**config.mk**
```make
export PLATFORM = sky130hd
export DESIGN_NAME = hcsr04_responder
export DESIGN_NICKNAME = d
export VERILOG_FILES = /design/src/rtl/radar_pkg.sv /design/src/rtl/trig_qualifier.sv /design/src/rtl/hcsr04_responder.sv
export SDC_FILE = /design/constraint.sdc
export NUM_CORES = 1
export LEC_CHECK = 0
export CAP_MARGIN = 20
export CORE_UTILIZATION = 30
export DETAILED_ROUTE_END_ITERATION = 12
export PLACE_DENSITY = 0.43
export SYNTH_ARGS = -nofsm -noshare
export SYNTH_HDL_FRONTEND = slang
export SYNTH_SLANG_ARGS = --single-unit
```
**constraint.sdc**
```tcl
create_clock -name clk -period 6.9 [get_ports clk]
set_input_delay 1.725 -clock clk [delete_from_list [all_inputs] [get_ports clk]]
set_output_delay 1.725 -clock clk [all_outputs]
set_load 0.005 [all_outputs]
```
**src/rtl/radar_pkg.sv**
```systemverilog
// Shared types and default timing constants for the radar trigger/echo blocks.
// Latency: n/a (package only).
// Backpressure: n/a.
package radar_pkg;

    // Measurement sequencer states, shared by the responder and the echo counter.
    typedef enum logic [2:0] {
        IDLE    = 3'd0,
        TRIG_HI = 3'd1,
        BURST   = 3'd2,
        ECHO    = 3'd3,
        HOLDOFF = 3'd4
    } state_t;

    // One clock cycle is one microsecond.
    localparam int CYC_PER_US      = 1;
    // Round-trip acoustic time per centimetre of target distance.
    localparam int CYC_PER_CM_DEF  = 58 * CYC_PER_US;
    // Echo width a real sensor produces when nothing answers.
    localparam int TIMEOUT_CYC_DEF = 38000 * CYC_PER_US;
    // Wide enough for the timeout width and the largest in-range echo.
    localparam int CNT_W_DEF       = 18;

endpackage

```
**src/rtl/trig_qualifier.sv**
```systemverilog
// Trigger qualifier: edge detect plus saturating high-width counter with accept/reject strobes.
// Latency: rise/accept/reject are combinational from trig and registered history (same cycle).
// Backpressure: none; arm/track from the owner decide when trig is looked at.
//
// Ports:
//   clk, rst_n  : clock, synchronous active-low reset
//   trig        : trigger input, synchronous to clk
//   arm         : owner is idle and will accept a new rising edge
//   track       : owner is timing a high phase that started with rise
//   rise        : fresh rising edge seen while armed
//   accept      : trig fell after at least TRIG_MIN_CYC high cycles
//   reject      : trig fell before TRIG_MIN_CYC high cycles
module trig_qualifier #(
    parameter int TRIG_MIN_CYC = 10
) (
    input  logic clk,
    input  logic rst_n,
    input  logic trig,
    input  logic arm,
    input  logic track,
    output logic rise,
    output logic accept,
    output logic reject
);

    localparam int                WCNT_W = $clog2(TRIG_MIN_CYC + 1);
    localparam logic [WCNT_W-1:0] WMAX   = WCNT_W'(TRIG_MIN_CYC);

    logic              trig_q;
    logic [WCNT_W-1:0] wcnt;

    assign rise   = arm & trig & ~trig_q;
    assign accept = track & ~trig & (wcnt >= WMAX);
    assign reject = track & ~trig & (wcnt <  WMAX);

    // trig_q resets high so a trigger already asserted at reset release
    // has to drop and rise again before it is seen as an edge.
    always_ff @(posedge clk) begin
        if (!rst_n) begin
            trig_q <= 1'b1;
            wcnt   <= '0;
        end else begin
            trig_q <= trig;
            if (rise) begin
                wcnt <= WCNT_W'(1);
            end else if (track && trig && (wcnt < WMAX)) begin
                wcnt <= wcnt + WCNT_W'(1);
            end
        end
    end

endmodule

```
**src/rtl/hcsr04_responder.sv**
```systemverilog
// HC-SR04 sensor-side model: qualifies a trigger, waits the burst time, returns a distance-coded echo.
// Latency: echo rises BURST_CYC cycles after the trigger fall is sampled; high for exactly W cycles.
// Backpressure: none; triggers arriving while busy are dropped silently.
//
// Ports:
//   clk, rst_n   : 1 MHz clock, synchronous active-low reset
//   trig         : trigger from the trigger generator
//   distance_cm  : target distance, latched when the trigger is accepted
//   echo         : registered echo pulse
//   busy         : measurement in progress (burst, echo and hold-off)
//   trig_err     : one-cycle strobe when a too-short trigger is rejected
//
// Build option: define HCSR04_TIMEOUT_EN to answer out-of-range distances with a
// TIMEOUT_CYC echo; otherwise the distance is clamped to [MIN_CM, MAX_CM].
module hcsr04_responder
    import radar_pkg::*;
#(
    parameter int TRIG_MIN_CYC = 10 * CYC_PER_US,
    parameter int BURST_CYC    = 200,
    parameter int CYC_PER_CM   = CYC_PER_CM_DEF,
    parameter int MIN_CM       = 2,
    parameter int MAX_CM       = 400,
    parameter int TIMEOUT_CYC  = TIMEOUT_CYC_DEF,
    parameter int HOLDOFF_CYC  = 10000,
    parameter int CNT_W        = CNT_W_DEF,
    parameter int DIST_W       = 9
) (
    input  logic              clk,
    input  logic              rst_n,
    input  logic              trig,
    input  logic [DIST_W-1:0] distance_cm,
    output logic              echo,
    output logic              busy,
    output logic              trig_err
);

`ifdef HCSR04_TIMEOUT_EN
    localparam bit TIMEOUT_EN = 1'b1;
`else
    localparam bit TIMEOUT_EN = 1'b0;
`endif

    // Terminal counts: the shared counter runs 0..N-1 in each timed state.
    localparam logic [CNT_W-1:0] BURST_LAST = CNT_W'(BURST_CYC - 1);
    localparam logic [CNT_W-1:0] HOLD_LAST  = CNT_W'(HOLDOFF_CYC - 1);
    localparam logic [CNT_W-1:0] MIN_D      = CNT_W'(MIN_CM);
    localparam logic [CNT_W-1:0] MAX_D      = CNT_W'(MAX_CM);
    localparam logic [CNT_W-1:0] MULT       = CNT_W'(CYC_PER_CM);
    localparam logic [CNT_W-1:0] TMO_W      = CNT_W'(TIMEOUT_CYC);

    state_t           state;
    logic [CNT_W-1:0] cnt;
    logic [CNT_W-1:0] echo_last;   // echo width minus one, latched at trigger fall

    logic             rise;
    logic             accept;
    logic             reject;

    logic [CNT_W-1:0] dist_ext;
    logic [CNT_W-1:0] dist_c;
    logic [CNT_W-1:0] width_nxt;
    logic             below;
    logic             above;

    trig_qualifier #(
        .TRIG_MIN_CYC (TRIG_MIN_CYC)
    ) u_trig_qualifier (
        .clk    (clk),
        .rst_n  (rst_n),
        .trig   (trig),
        .arm    (state == IDLE),
        .track  (state == TRIG_HI),
        .rise   (rise),
        .accept (accept),
        .reject (reject)
    );

    // Echo width from the live distance; only sampled on the accept cycle, so
    // later distance changes cannot disturb an echo already scheduled.
    always_comb begin
        dist_ext = CNT_W'(distance_cm);
        below    = (dist_ext < MIN_D);
        above    = (dist_ext > MAX_D);
        dist_c   = dist_ext;
        if (below) begin
            dist_c = MIN_D;
        end else if (above) begin
            dist_c = MAX_D;
        end
        if (TIMEOUT_EN && (below || above)) begin
            width_nxt = TMO_W;
        end else begin
            width_nxt = dist_c * MULT;
        end
    end

    always_ff @(posedge clk) begin
        if (!rst_n) begin
            state     <= IDLE;
            cnt       <= '0;
            echo_last <= '0;
            echo      <= 1'b0;
            busy      <= 1'b0;
            trig_err  <= 1'b0;
        end else begin
            trig_err <= 1'b0;
            case (state)
                IDLE: begin
                    if (rise) begin
                        state <= TRIG_HI;
                    end
                end
                TRIG_HI: begin
                    if (accept) begin
                        state     <= BURST;
                        echo_last <= width_nxt - CNT_W'(1);
                        busy      <= 1'b1;
                        cnt       <= '0;
                    end else if (reject) begin
                        state    <= IDLE;
                        trig_err <= 1'b1;
                    end
                end
                BURST: begin
                    if (cnt == BURST_LAST) begin
                        state <= ECHO;
                        echo  <= 1'b1;
                        cnt   <= '0;
                    end else begin
                        cnt <= cnt + CNT_W'(1);
                    end
                end
                ECHO: begin
                    if (cnt == echo_last) begin
                        state <= HOLDOFF;
                        echo  <= 1'b0;
                        cnt   <= '0;
                    end else begin
                        cnt <= cnt + CNT_W'(1);
                    end
                end
                HOLDOFF: begin
                    if (cnt == HOLD_LAST) begin
                        state <= IDLE;
                        busy  <= 1'b0;
                        cnt   <= '0;
                    end else begin
                        cnt <= cnt + CNT_W'(1);
                    end
                end
                default: begin
                    state <= IDLE;
                    echo  <= 1'b0;
                    busy  <= 1'b0;
                    cnt   <= '0;
                end
            endcase
        end
    end

endmodule

```
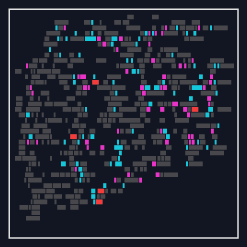
Figure 1: gate-type map.
(2 px per um)
[magenta] nand cells | cells: 57 | most used: nand2_1
[red] mux cells | cells: 5 | most used: mux2i_1
[cyan] nor cells | cells: 78 | most used: nor2_1
logic share of the area: 0.601
Post-Layout Cell Count: 628

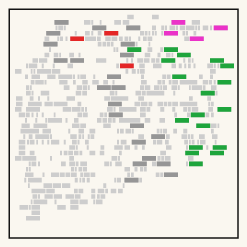
Figure 2: sequential cells colored by netlist name.
(2 px per um)
[green] cnt | flops: 18
[red] state | flops: 3
[magenta] u_trig_qualifier.wcnt | flops: 4 | where: upper right
not colored: 22
fraction of area in registers: 0.222
Seq. cell area: 941 sq um
total sequential power: 0.000282 W
Layout Utilization: 0.351

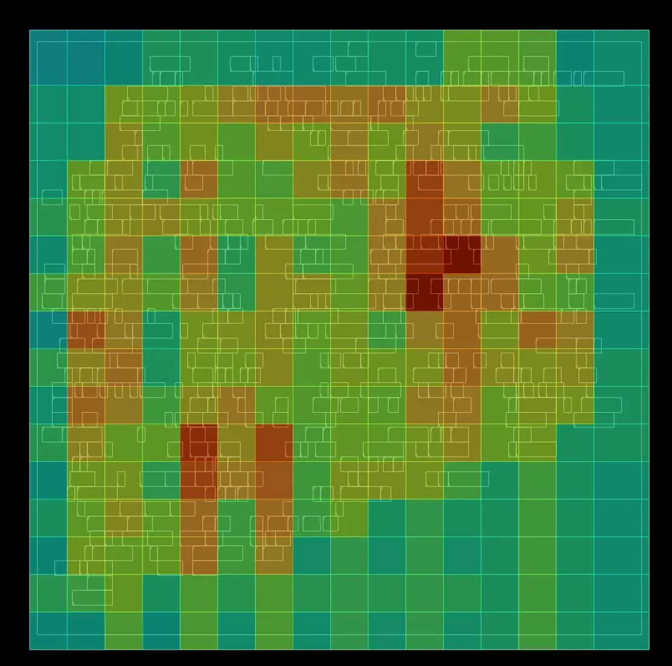
Figure 3: routing congestion map.
GR peak layer: met2
met3 Resource Use GR: 0.0159

==> CHANGELOG.md <==
### Changed

* Mapped Avg Cell Area at 8.31 sq um
* Critical Path Sink: echo_last[13]
* Max Freq at 156 MHz
* Sequential Power Share at 0.270
* Biggest regs: cnt (18), echo_last (18), u_trig_qualifier.wcnt (4)
* Total global routing overflow at 0
* Aoi share at 0.163
* Final worst slack at ~0.51 ns
* Post-placement cell area at 4070 sq um
* Diode count at 0
* Detail Route Antenna Nets at 0
* Yosys adder share at 0.180
* Clk_skew at 0.00833 ns
* Via count at 3023
* Gate Area at 2540 sq um
* Clk tree area frac at 0.0376
* Power density cells at 247 nW/um^2
* Max Used Layer: met4
* Status: finished clean
* Dominant cell area share at 0.252
* Top cells by count: dfxtp_1 (47), nor2_1 (47), inv_1 (41)
* Critical setup path kind: in2reg
* Leading cell kind: logic gates
* First-pass GRT wire length at 15200 um
* Std cell rows at 40
* Syn nets at about 510
* Core footprint at 12100 sq um
* NetSw at 0.000395 W
* Met3 wire length at 211 um
* Worst Path Max Fanout at 5
* Starting DRC count in detailed routing at between 100 and 150
* Post-Synth XOR/XNOR Area at 0.0984
* Worst Path Buf+Inv at 2
* Mux area share at 0.0134
* Hold Path Cell Cnt at 2
* Comb group at 0.000495 W
* CTS tree: yes
* Design Area, Final at 4230 sq um
* Logic inverters at 41
* Ys Warns at 0
* Non-CTS buffers at 24
* Logic depth of the worst path, buffers included at 15
* Drt pass-1 iters at 4
* Hold WS at 0.491 ns
* Lkg Pwr at 1.69 nW
* R2R cell count at 7
* H-tree Lvls at 2
* Flops at between 40 and 50
* RD Place Congestion at between 0.7 and 0.8
* Clk pwr at 0.000268 W
* Vias in the first global route at 3008
* Layout area overhead at 13.2%
* Clkbuf count at 6
* DP Cell Count at 621
* Max Cap Violations at 0
* Slew Viols, Final at 0
* CP cell instances: clkdlybuf4s50_1, nor4_1, a22oi_1, fa_1, inv_1, ha_1, fa_1, ha_1, a211oi_2, nor2_2, xnor2_1, or4_1, nor3_2, xnor2_1, a21oi_1
* Req. time, crit path at around 7.1 ns
* Largest cells by area after synthesis: dfxtp_1 (25%), ha_1 (11%), xnor2_1 (7.0%)
* Basic Gates by Area at 0.224
* Top FF cell, synth: dfxtp_1
* OpenROAD warning count at 31
* Hold-fix buffers, CTS at 0
* CTS sink cnt at 47
* WL met1 at roughly 4400 um
* Fp_density at 0.310
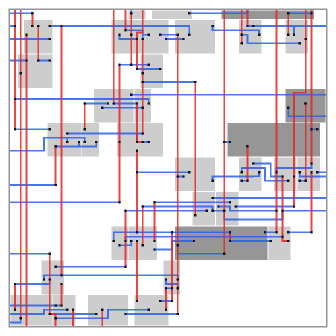
Figure 4: close-up of the layout.
Region (44, 22) to (69, 47) um. Cells in gray, sequential cells in the stronger gray; small squares are vias.
[red] M2
[blue] M1
cells with their middle in the window: 29
most frequent: a21oi_1 (4)
sequential cells in the window: 2
netlist names of flops here include: echo_last (2)

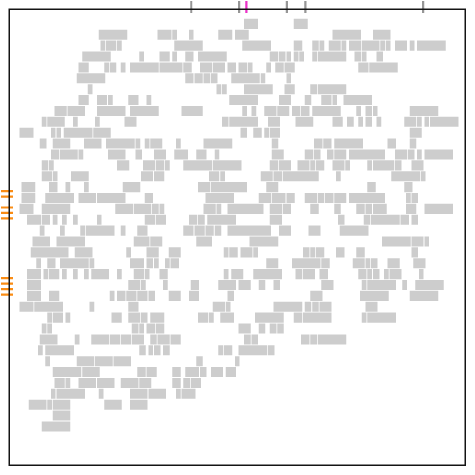
Figure 5: ports around the boundary.
(4 px per um) Pins as bars across the die edge, other pins in gray.
[orange] distance_cm | pins: 9 | direction: input | edge: left
[magenta] trig | pins: 1 | direction: input | edge: top
all pins by edge: 9 left, 6 top
die width: 114 um
DIE HEIGHT: 114 um
IO Port Bufs: 14

Power and IR drop assume default switching activity.
